**config.mk**
```make
export PLATFORM = sky130hd
export DESIGN_NAME = pga_spi_writer
export DESIGN_NICKNAME = d
export VERILOG_FILES = /design/src/rtl/afe_pkg.sv /design/src/rtl/spi_half_period_timer.sv /design/src/rtl/pga_spi_writer.sv
export SDC_FILE = /design/constraint.sdc
export NUM_CORES = 1
export LEC_CHECK = 0
export CAP_MARGIN = 20
export CORE_ASPECT_RATIO = 1.75
export CORE_MARGIN = 8
export CORE_UTILIZATION = 40
export CTS_BUF_LIST = sky130_fd_sc_hd__clkbuf_16
export DETAILED_ROUTE_END_ITERATION = 6
export GPL_TIMING_DRIVEN = 1
export PLACE_DENSITY = 0.61
export SLEW_MARGIN = 20
export SYNTH_ARGS = -nofsm -noshare
export SYNTH_HDL_FRONTEND = slang
export SYNTH_SLANG_ARGS = --single-unit
```
**constraint.sdc**
```tcl
create_clock -name clk -period 3.39 [get_ports clk]
set_clock_uncertainty 0.05 [all_clocks]
set_input_delay 0.678 -clock clk [delete_from_list [all_inputs] [get_ports clk]]
set_output_delay 0.678 -clock clk [all_outputs]
set_load 0.02 [all_outputs]
```
**src/rtl/afe_pkg.sv**
```systemverilog
// Shared AFE definitions: PGA code/frame widths, the SPI write-frame
// layout and the PGA SPI writer state encoding.
package afe_pkg;

    localparam int   PGA_CODE_W    = 8;
    localparam int   PGA_FRAME_W   = 16;
    localparam logic PGA_WRITE_BIT = 1'b0;

    typedef enum logic [2:0] {
        STARTUP  = 3'd0,
        IDLE     = 3'd1,
        CS_SETUP = 3'd2,
        SHIFT    = 3'd3,
        CS_HOLD  = 3'd4,
        GAP      = 3'd5
    } pga_spi_state_t;

    // Write frame sent MSB first: R/W bit, 7-bit register address, gain code.
    function automatic logic [PGA_FRAME_W-1:0] pga_frame(input logic [6:0]            addr,
                                                         input logic [PGA_CODE_W-1:0] code);
        return {PGA_WRITE_BIT, addr, code};
    endfunction

endpackage

```
**src/rtl/spi_half_period_timer.sv**
```systemverilog
// SCLK half-period timer: a loadable down-counter that emits a one-cycle
// tick every CLK_DIV clocks while enabled. Loading on i_start aligns the
// first tick to exactly CLK_DIV clocks after the start edge.
module spi_half_period_timer #(
    parameter int CLK_DIV = 4
) (
    input  logic i_clk,
    input  logic i_rst_n,
    input  logic i_start,
    input  logic i_en,
    output logic o_tick
);

    localparam int             CW     = $clog2(CLK_DIV + 1);
    localparam logic [CW-1:0]  RELOAD = CW'(CLK_DIV - 1);

    logic [CW-1:0] r_cnt;

    // Count down while enabled; reload on start and after each expiry.
    always_ff @(posedge i_clk) begin
        if (!i_rst_n) begin
            r_cnt <= '0;
        end else if (i_start) begin
            r_cnt <= RELOAD;
        end else if (i_en) begin
            r_cnt <= (r_cnt == '0) ? RELOAD : r_cnt - CW'(1);
        end
    end

    assign o_tick = i_en && (r_cnt == '0);

endmodule

```
**src/rtl/pga_spi_writer.sv**
```systemverilog
// PGA SPI writer: accepts a gain code over the set/ready handshake and
// shifts it out as a 16-bit SPI mode-0 write frame, then re-arms ready.
// Every SPI phase (CS setup, each SCLK half, CS hold, deselect gap) lasts
// one timer tick, so a transfer is exactly 34 half-periods long.
module pga_spi_writer
    import afe_pkg::*;
#(
    parameter int         CLK_DIV        = 4,
    parameter logic [6:0] PGA_ADDR       = 7'h02,
    parameter int         STARTUP_CYCLES = 16
) (
    input  logic                  clk,
    input  logic                  rst,
    input  logic [PGA_CODE_W-1:0] pga_code_i,
    input  logic                  set_pga_i,
    output logic                  pga_ready_o,
    output logic                  spi_cs_n_o,
    output logic                  spi_sclk_o,
    output logic                  spi_mosi_o
);

    if (CLK_DIV < 1) begin : g_bad_clk_div
        $error("pga_spi_writer: CLK_DIV must be >= 1");
    end
    if (STARTUP_CYCLES < 1) begin : g_bad_startup
        $error("pga_spi_writer: STARTUP_CYCLES must be >= 1");
    end

    localparam int            SU_W    = $clog2(STARTUP_CYCLES + 1);
    localparam logic [SU_W-1:0] SU_LAST = SU_W'(STARTUP_CYCLES - 1);

    pga_spi_state_t         r_state;
    logic                   r_ready;
    logic                   r_cs_n;
    logic                   r_sclk;
    logic                   r_mosi;
    logic [PGA_FRAME_W-2:0] r_shift;   // bits still to send after the one on MOSI
    logic [3:0]             r_bit;
    logic                   r_phase;   // 1 while SCLK is high within a bit
    logic [SU_W-1:0]        r_su_cnt;

    logic                   w_accept;
    logic                   w_busy;
    logic                   w_tick;
    logic [PGA_FRAME_W-1:0] w_frame;

    assign w_accept = set_pga_i && r_ready && (r_state == IDLE);
    assign w_busy   = (r_state == CS_SETUP) || (r_state == SHIFT) ||
                      (r_state == CS_HOLD)  || (r_state == GAP);
    assign w_frame  = pga_frame(PGA_ADDR, pga_code_i);

    spi_half_period_timer #(
        .CLK_DIV (CLK_DIV)
    ) u_timer (
        .i_clk   (clk),
        .i_rst_n (rst),
        .i_start (w_accept),
        .i_en    (w_busy),
        .o_tick  (w_tick)
    );

    // Transfer sequencer: startup delay, handshake accept, and one SPI phase per tick.
    always_ff @(posedge clk) begin
        if (!rst) begin
            r_state  <= STARTUP;
            r_ready  <= 1'b0;
            r_cs_n   <= 1'b1;
            r_sclk   <= 1'b0;
            r_mosi   <= 1'b0;
            r_shift  <= '0;
            r_bit    <= '0;
            r_phase  <= 1'b0;
            r_su_cnt <= '0;
        end else begin
            case (r_state)
                STARTUP: begin
                    if (r_su_cnt == SU_LAST) begin
                        r_state <= IDLE;
                        r_ready <= 1'b1;
                    end else begin
                        r_su_cnt <= r_su_cnt + SU_W'(1);
                    end
                end
                IDLE: begin
                    // Frame is captured here so later code changes cannot leak in.
                    if (w_accept) begin
                        r_state <= CS_SETUP;
                        r_ready <= 1'b0;
                        r_cs_n  <= 1'b0;
                        r_mosi  <= w_frame[PGA_FRAME_W-1];
                        r_shift <= w_frame[PGA_FRAME_W-2:0];
                        r_bit   <= '0;
                        r_phase <= 1'b0;
                    end
                end
                CS_SETUP: begin
                    if (w_tick) begin
                        r_state <= SHIFT;
                        r_sclk  <= 1'b1;
                        r_phase <= 1'b1;
                    end
                end
                SHIFT: begin
                    if (w_tick) begin
                        if (r_phase) begin
                            // Falling edge: present the next bit, or finish after bit 15
                            // leaving bit 0 on MOSI until CS rises.
                            r_sclk  <= 1'b0;
                            r_phase <= 1'b0;
                            if (r_bit == 4'd15) begin
                                r_state <= CS_HOLD;
                            end else begin
                                r_mosi  <= r_shift[PGA_FRAME_W-2];
                                r_shift <= {r_shift[PGA_FRAME_W-3:0], 1'b0};
                            end
                        end else begin
                            r_sclk  <= 1'b1;
                            r_phase <= 1'b1;
                            r_bit   <= r_bit + 4'd1;
                        end
                    end
                end
                CS_HOLD: begin
                    if (w_tick) begin
                        r_state <= GAP;
                        r_cs_n  <= 1'b1;
                        r_mosi  <= 1'b0;
                    end
                end
                GAP: begin
                    if (w_tick) begin
                        r_state <= IDLE;
                        r_ready <= 1'b1;
                    end
                end
                default: begin
                    r_state  <= STARTUP;
                    r_ready  <= 1'b0;
                    r_cs_n   <= 1'b1;
                    r_sclk   <= 1'b0;
                    r_mosi   <= 1'b0;
                    r_su_cnt <= '0;
                end
            endcase
        end
    end

    assign pga_ready_o = r_ready;
    assign spi_cs_n_o  = r_cs_n;
    assign spi_sclk_o  = r_sclk;
    assign spi_mosi_o  = r_mosi;

endmodule

```
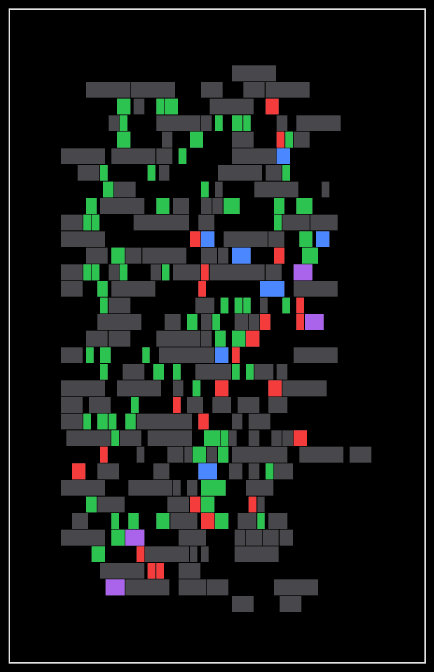
run_1/gate_families.png
- purple: XOR/XNOR gates (cells 4)
- red: NOR gates (cells 24)
- green: NAND gates (cells 71)
- blue: AND and OR gates (cells 7)

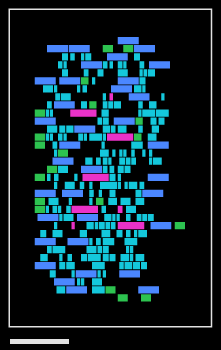
run_1/cell_classes.png
Scale bar: 20 µm.
- magenta: clock drivers and dummy loads (cells 8; share of their area 6.5%)
- green: other buffers and delay cells (cells 19; share of their area 8.4%)
- blue: flip-flops (cells 35; share of their area 33%)
- cyan: all other logic (cells 180; share of their area 52%)

==> impl_metrics.ini, run 1 <==
; physical design summary
[synthesis]
mux_area_share = 0.0212
synth-main-ff-cell = sky130_fd_sc_hd__dfxtp_1
synth-seq-cells = 35
synthCells = 232
yosysTopAreaCellShare = 0.371

[pwr]
power_in_combinational_cells_uw = 93.0
power_switching_uw = 228
seq_group_uw = 440
share_seq_of_total_power = 0.457
clock_power_uw = 429
internal-power_uw = 734

[run_status]
result_of_the_run = finished, final reports clean

[placement]
gp_routability_congestion = 0.899
placedInstanceArea_mm2 = 0.00204
dpl_worst_slack_ns = 0.976

[clocking]
cts_tree = yes
tritoncts.num_buffers = 5
post_cts.repair.setup_buffers = 0

[floorplan]
die-height_um = 107
placeableCoreArea_mm2 = 0.00462
rows = 33

[worst_setup_path]
worst_path_largest_cell_delay_ns = 0.53
r2r.worst_path.cells = 8

[route]
top_layer_used = met4
viasPerCell = 5.74
wl_met2_mm = 2.25

[layout]
nFlopsAndLatches = 35
finalNonFillerCells = 294
largest_reg_flops = 15
area_growth_syn_to_layout_pct = 15.3
sh_comb_area = 0.490
layout.clock.cell_area_share = 0.0631

[global_routing]
most_used_routing_layer = met2
number_of_antenna_violations_at_the_first_check_in_global_routing = 0
grt_pass1_wl_mm = 7.34

[hold_path]
worst_hold_path_stage_count = 2

[final_timing]
max_slew.worst_pin.slew_ns = 0.714
final_setup_violations = 0
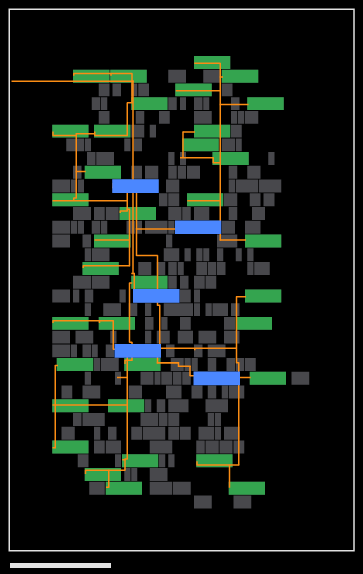
run_1/clock_map.png
Scale bar: 20 µm.
- green: flip-flops (count 35)
- orange: clock wires (length 521 µm)
- blue: cells driving clock nets (count 5)
- routed clock nets: 6

## Run 2: what changed since run 1
Clock period 3.39 ns to 2.4 ns, I/O delays scaled along.
==> run 2 against run 1 <==
Net effect: cell area increased by 2.1%; first-iteration DRC count increased by 45%; sequential cell count unchanged; critical endpoint is now r_phase$_SDFFE_PN0P_; sequential power increased by 41%.
==> impl_metrics.ini, run 2 <==
; physical design summary
[layout]
mostFrequentLayoutCell = sky130_fd_sc_hd__nand2_1
layout-drive-gt1-share = 0.0772
layout.clock.cell_area_share = 0.0635
area_growth_syn_to_layout_pct = 17.7
largest_reg_flops = 15
finalNonFillerCells = 298
sh_comb_area = 0.480
largest_cell_class = multi-input combinational cells
antenna-diode-count = 0
final_nets = 264
nFlopsAndLatches = 35

[clocking]
cts_hold_repair.buffers = 0
tritoncts.num_buffers = 5
post_cts.repair.setup_buffers = 0
cts_tree = yes

[pwr]
clock_power_uw = 636
power_leakage_uw = 0.000900
internal-power_uw = 1040
share_comb_of_total_power = 0.097
power_in_combinational_cells_uw = 134
share_seq_of_total_power = 0.446
power_switching_uw = 348

[floorplan]
placeableCoreArea_mm2 = 0.00462
fp.dieW_um = 68.0
die-height_um = 107
rows = 33

[synthesis]
mux_area_share = 0.0212
synth-seq-cells = 35
xor_share = 0.0185
ys_cells = 232
synth.top_cells.by_count = sky130_fd_sc_hd__nand2_1, sky130_fd_sc_hd__dfxtp_1, sky130_fd_sc_hd__nand3_1
synthCells = 232
postSynth.asyncResetShare = 0
yosysTopAreaCellShare = 0.371
synth-main-ff-cell = sky130_fd_sc_hd__dfxtp_1
synth.net_count = 251
yosysChipArea_mm2 = 0.00189
synth-edff-count = 0
synthSimpleGateAreaFrac = 0.269
number_of_distinct_library_cells_after_synthesis = 43

[final_timing]
min_period_over_period = 0.907
final_critical_path_time_including_i_o_delays_and_setup_ns = 2.18
max_slew.worst_pin.slew_ns = 0.585
final_setup_violations = 0
final_setup_slack_of_the_worst_path_ns = 0.224

[worst_setup_path]
r2r-start = u_timer.r_cnt[0]$_SDFFE_PN0P_
r2r.worst_path.cells = 9
criticalPathCategory = reg2reg
worst_path_largest_cell_delay_ns = 0.46
worst-endpoint-required_ns = 2.56
cp_cell_sequence = inv_1 > ha_1 > ha_1 > nor2b_1 > buf_4 > nand2_1 > a2111oi_0 > a221oi_1 > nor2b_1
critical-path-slowest-cell = sky130_fd_sc_hd__a2111oi_0

[hold_path]
whs_endpoint = r_shift[14]$_SDFFE_PN0P_
worst_hold_path_stage_count = 2

[global_routing]
most_used_routing_layer = met2
global_route.usage.met2 = 0.227
gr-usage-met3 = 0.0271
grt_pass1_wl_mm = 7.47
number_of_antenna_violations_at_the_first_check_in_global_routing = 0
track_usage = 0.129
grt_start_max_net_pins = 30

[route]
wl_met2_mm = 2.20
first_iteration_detailed_routing_drc_count = 64
viasPerCell = 5.71
top_layer_used = met4
drt-wirelength-per-cell_um = 14.5
vias = 1703
detail_route.wirelength.met1_mm = 1.87

[run_status]
result_of_the_run = finished, final reports clean

[placement]
dpl_worst_slack_ns = 0.197
placedInstanceArea_mm2 = 0.00208
gp_routability_congestion = 0.910
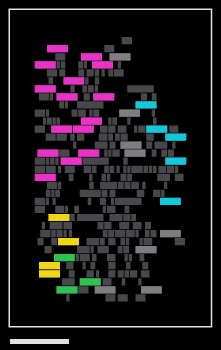
run_2/registers.png
Scale bar: 20 µm. Other sequential cells in the stronger grey, the rest of the logic in the fainter grey.
- yellow: r_bit (flops 4; where lower left)
- green: u_timer.r_cnt (flops 3)
- cyan: r_su_cnt (flops 5; where middle right)
- magenta: r_shift (flops 15)
area used by sequential logic in the layout: 701 µm²
register share of the cell area: 0.315
Seq group: 620 µW
core utilization of the finished layout: 0.481

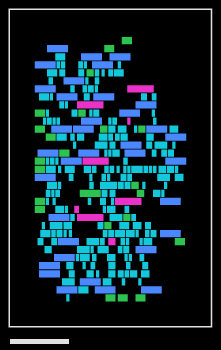
run_2/cell_classes.png
Scale bar: 20 µm.
- blue: flip-flops (cells 35; share of their area 32%)
- green: other buffers and delay cells (cells 23; share of their area 10%)
- cyan: all other logic (cells 180; share of their area 51%)
- magenta: clock drivers and dummy loads (cells 8; share of their area 6.5%)

Power is estimated from default activity; no workload was simulated.
